===== config.mk =====
export PLATFORM = sky130hd
export DESIGN_NAME = down_counter_timer
export DESIGN_NICKNAME = d
export VERILOG_FILES = /design/src/rtl/counter_pkg.sv /design/src/rtl/tick_prescaler.sv /design/src/rtl/down_counter_timer.sv
export SDC_FILE = /design/constraint.sdc
export NUM_CORES = 1
export LEC_CHECK = 0
export ABC_CLOCK_PERIOD_IN_PS = 1900
export CAP_MARGIN = 20
export CORE_MARGIN = 2
export CORE_UTILIZATION = 30
export DETAILED_ROUTE_END_ITERATION = 12
export GPL_ROUTABILITY_DRIVEN = 0
export PLACE_DENSITY = 0.61
export REMOVE_ABC_BUFFERS = 1
export SKIP_LAST_GASP = 1
export SLEW_MARGIN = 5
export SYNTH_ARGS = -nofsm -noshare
export SYNTH_HDL_FRONTEND = slang
export SYNTH_SLANG_ARGS = --single-unit

===== constraint.sdc =====
create_clock -name clk -period 1.9 [get_ports clk]
set_input_delay 0.38 -clock clk [delete_from_list [all_inputs] [get_ports clk]]
set_output_delay 0.38 -clock clk [all_outputs]
set_load 0.02 [all_outputs]

===== src/rtl/counter_pkg.sv =====
// rtl/counter_pkg.sv - shared widths, state encoding and helpers for the down counter timer
package counter_pkg;

    localparam int COUNT_W          = 12;
    localparam int PRESCALE_W       = 16;
    localparam int DEFAULT_TICK_DIV = 1;

    typedef enum logic [1:0] {
        S_IDLE   = 2'd0,
        S_RUN    = 2'd1,
        S_PAUSED = 2'd2,
        S_DONE   = 2'd3
    } state_t;

    function automatic logic [COUNT_W-1:0] sat_count(
        input logic [COUNT_W-1:0] value,
        input logic [COUNT_W-1:0] limit
    );
        return (value > limit) ? limit : value;
    endfunction

endpackage


===== src/rtl/tick_prescaler.sv =====
// rtl/tick_prescaler.sv - divides enabled clock cycles down to one decrement tick every TICK_DIV cycles
module tick_prescaler
    import counter_pkg::*;
#(
    parameter int TICK_DIV = DEFAULT_TICK_DIV
) (
    input  logic clk,
    input  logic reset,
    input  logic en,
    input  logic clr,
    output logic tick
);

    localparam logic [PRESCALE_W-1:0] LAST = PRESCALE_W'(TICK_DIV - 1);

    logic [PRESCALE_W-1:0] cnt;

    assign tick = en && (cnt == LAST);

    always_ff @(posedge clk) begin
        if (!reset) begin
            cnt <= '0;
        end else if (clr) begin
            cnt <= '0;
        end else if (en) begin
            cnt <= tick ? '0 : cnt + 1'b1;
        end
    end

endmodule


===== src/rtl/down_counter_timer.sv =====
// rtl/down_counter_timer.sv - loadable 12-bit down counter with pause, prescaled ticks and auto-reload
module down_counter_timer
    import counter_pkg::*;
#(
    parameter int MAX_COUNT = 4095,
    parameter int TICK_DIV  = DEFAULT_TICK_DIV
) (
    input  logic               clk,
    input  logic               reset,
    input  logic [COUNT_W-1:0] load_val,
    input  logic               load,
    input  logic               start,
    input  logic               pause,
    input  logic               auto_reload,
    output logic [COUNT_W-1:0] count,
    output logic               busy,
    output logic               done
);

    localparam logic [COUNT_W-1:0] MAX_C = COUNT_W'(MAX_COUNT);

    state_t             state;
    logic [COUNT_W-1:0] reload_q;
    logic               idle_like;
    logic               pre_en;
    logic               pre_clr;
    logic               tick;

    assign idle_like = (state == S_IDLE) || (state == S_DONE);
    // The prescaler must not advance on a cycle where load or pause takes priority.
    assign pre_en    = (state == S_RUN) && !load && !pause;
    assign pre_clr   = load || (start && idle_like);

    tick_prescaler #(
        .TICK_DIV(TICK_DIV)
    ) u_prescaler (
        .clk  (clk),
        .reset(reset),
        .en   (pre_en),
        .clr  (pre_clr),
        .tick (tick)
    );

    always_ff @(posedge clk) begin
        if (!reset) begin
            state    <= S_IDLE;
            count    <= '0;
            reload_q <= '0;
            busy     <= 1'b0;
            done     <= 1'b0;
        end else begin
            done <= 1'b0;
            if (load) begin
                count    <= sat_count(load_val, MAX_C);
                reload_q <= sat_count(load_val, MAX_C);
                state    <= S_IDLE;
                busy     <= 1'b0;
            end else begin
                case (state)
                    S_IDLE, S_DONE: begin
                        if (start) begin
                            if (reload_q == '0) begin
                                count <= '0;
                                state <= S_DONE;
                                busy  <= 1'b0;
                                done  <= 1'b1;
                            end else begin
                                count <= reload_q;
                                state <= S_RUN;
                                busy  <= 1'b1;
                            end
                        end
                    end
                    S_RUN: begin
                        if (pause) begin
                            state <= S_PAUSED;
                        end else if (tick) begin
                            if (count > 12'd1) begin
                                count <= count - 1'b1;
                            end else if (auto_reload) begin
                                count <= reload_q;
                                done  <= 1'b1;
                            end else begin
                                count <= '0;
                                state <= S_DONE;
                                busy  <= 1'b0;
                                done  <= 1'b1;
                            end
                        end
                    end
                    S_PAUSED: begin
                        if (start) begin
                            state <= S_RUN;
                        end
                    end
                    default: begin
                        state <= S_IDLE;
                        busy  <= 1'b0;
                    end
                endcase
            end
        end
    end

endmodule

gates.png
(4 px per um)
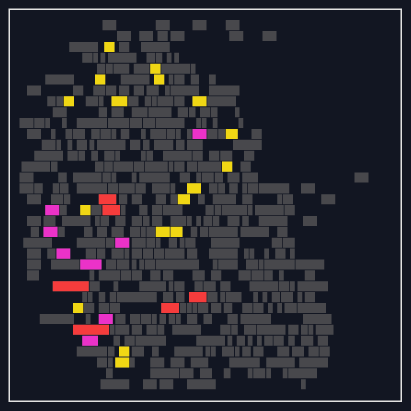
colour	family	cells
yellow	non-inverting ao/oa cells	17
red	fa/ha/maj cells	6
magenta	mux cells	8
Commonest Layout Cell: buf_4
logic share of the area: 44.8%
Cell Count, Final, Fillers Out: 535

layers.png
(4 px per um)
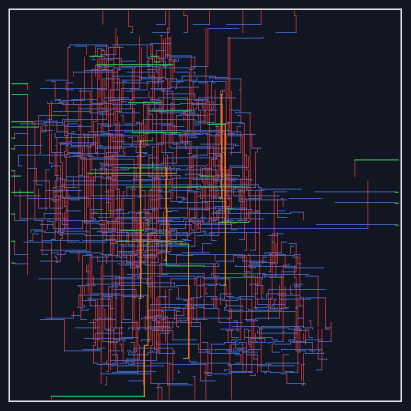
colour	layer	wire length
blue	M1	3690 um
red	M2	3830 um
orange	M4	199 um
green	M3	253 um
via count: 2753
Total GRT Usage: 16.4%
Avg WL per Cell: 14.9 um

port_trees.png
(4 px per um)
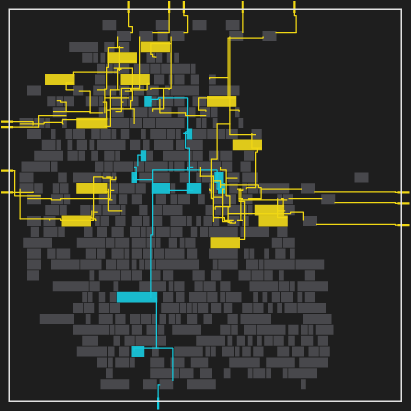
colour	port	bits	direction	edge	end cells	buffers	wire
cyan	`auto_reload`	1	input	bottom	10	3	146 um
yellow	`count`	12	output	5 top, 4 left, 3 right	12	22	766 um
Port Buffers: 31
IO Count: 32

ff_map.png
(3 px per um) Other sequential cells in the stronger grey, the rest of the logic in the fainter grey.
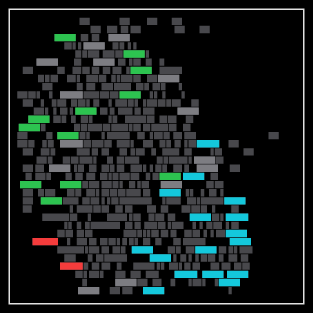
colour	signal	flops
green	`reload_q`	12
cyan	`u_prescaler.cnt`	16
red	`state`	2
not coloured	14
sequential logic power: 1000 uW
Seq area share: 22.6%

==> flow_summary_export.csv <==
group,metric,value,unit
synthesis,synth-main-ff-cell,"dfxtp_1",
timing,setup_viol,11,
critical_path,r2r_slack,-150,ps
clocking,cts_sinks,44,
die,core_area,8590,um^2
die,die_y,97.6,um
synthesis,synth_top_cell_by_area,"dfxtp_1",
global_routing,grt_max_degree,19,
clocking,cts_tree,"done",
die,num_rows,34,
status,failed_checks,"negative setup slack",
cells_and_area,drive_gt1_share,31.4,%
clocking,clk_pin_slew_worst_paths,90,ps
status,status,"finished with violations",
synthesis,yosys.stat.seqShare,33.5,%
critical_path,crit_fanout,4,
cells_and_area,top_register,"u_prescaler.cnt",
timing,setup_tns,-1070,ps
timing,slew_violations,0,
timing,layout_setup_ws,-153,ps
cells_and_area,utilization,46.0,%
critical_path,arrival,2280,ps
[kinds of logic (layout without fill, tap and decap cells)]
logic type      Yosys count  in the layout  synth area share [%]
flops                    44             44                  33.5
mux                       8              8                  3.14
simple gates            138            138                  26.8
fa+ha+maj                 6              6                  2.85
compound gates           76             76                  21.4
buf+inv                  30            136                  6.04
xor+xnor                 19             19                  6.33
[per-stage QoR]
step	instance area, um^2	setup slack [ps]	instances	hold WS [ps]	power [uW]
floorplan	2520	-499	304	458	1380
global placement	3520	-381	515	481	1710
detailed placement	3520	-483	515	488	1720
CTS	3800	-146	532	502	2530
global route	3950	-198	535	523	2700
finish	3950	-153	535	502	2570
[per-layer routing]
metal / track usage (%) / up-vias / wire [um]
met4: 5.13 / 0 / 198
met5: 0 / - / 0
li1: - / 1362 / -
met1: 21.7 / 1316 / 3690
met3: 2.16 / 13 / 252
met2: 27.5 / 62 / 3830
[power breakdown]
part / switching (uW) / internal (uW) / total [uW] / leakage [uW]
combinational: 413 / 402 / 815 / 0.00115
clock: 356 / 397 / 753 / 0.0000548
sequential: 38.8 / 966 / 1000 / 0.000363
[worst max path at each step]
stage	start	endpoint	slack [ps]	cells past startpoint
2_1_floorplan	state[1]	state[1]	-500	7
3_3_place_gp	load	state[1]	-380	6
3_5_place_dp	load	state[1]	-480	6
4_1_cts	count[2]	count[4]	-150	6
5_1_grt	count[2]	count[4]	-200	6
6_report	count[2]	count[4]	-150	6
[area by class of cell]
| type | count | area, um^2 | share of cell area, % |
|---|---|---|---|
| multi-input cells | 247 | 1770 | 44.8 |
| inverters | 13 | 48.8 | 1.23 |
| clock inverters | 3 | 46.3 | 1.17 |
| clock buffers | 5 | 68.8 | 1.74 |
| flip-flops and latches | 44 | 892 | 22.6 |
| repair buffers | 115 | 990 | 25.0 |
| well taps | 108 | 135 | 3.42 |
Power figures rest on the tool's default switching activity, not on a simulated workload.
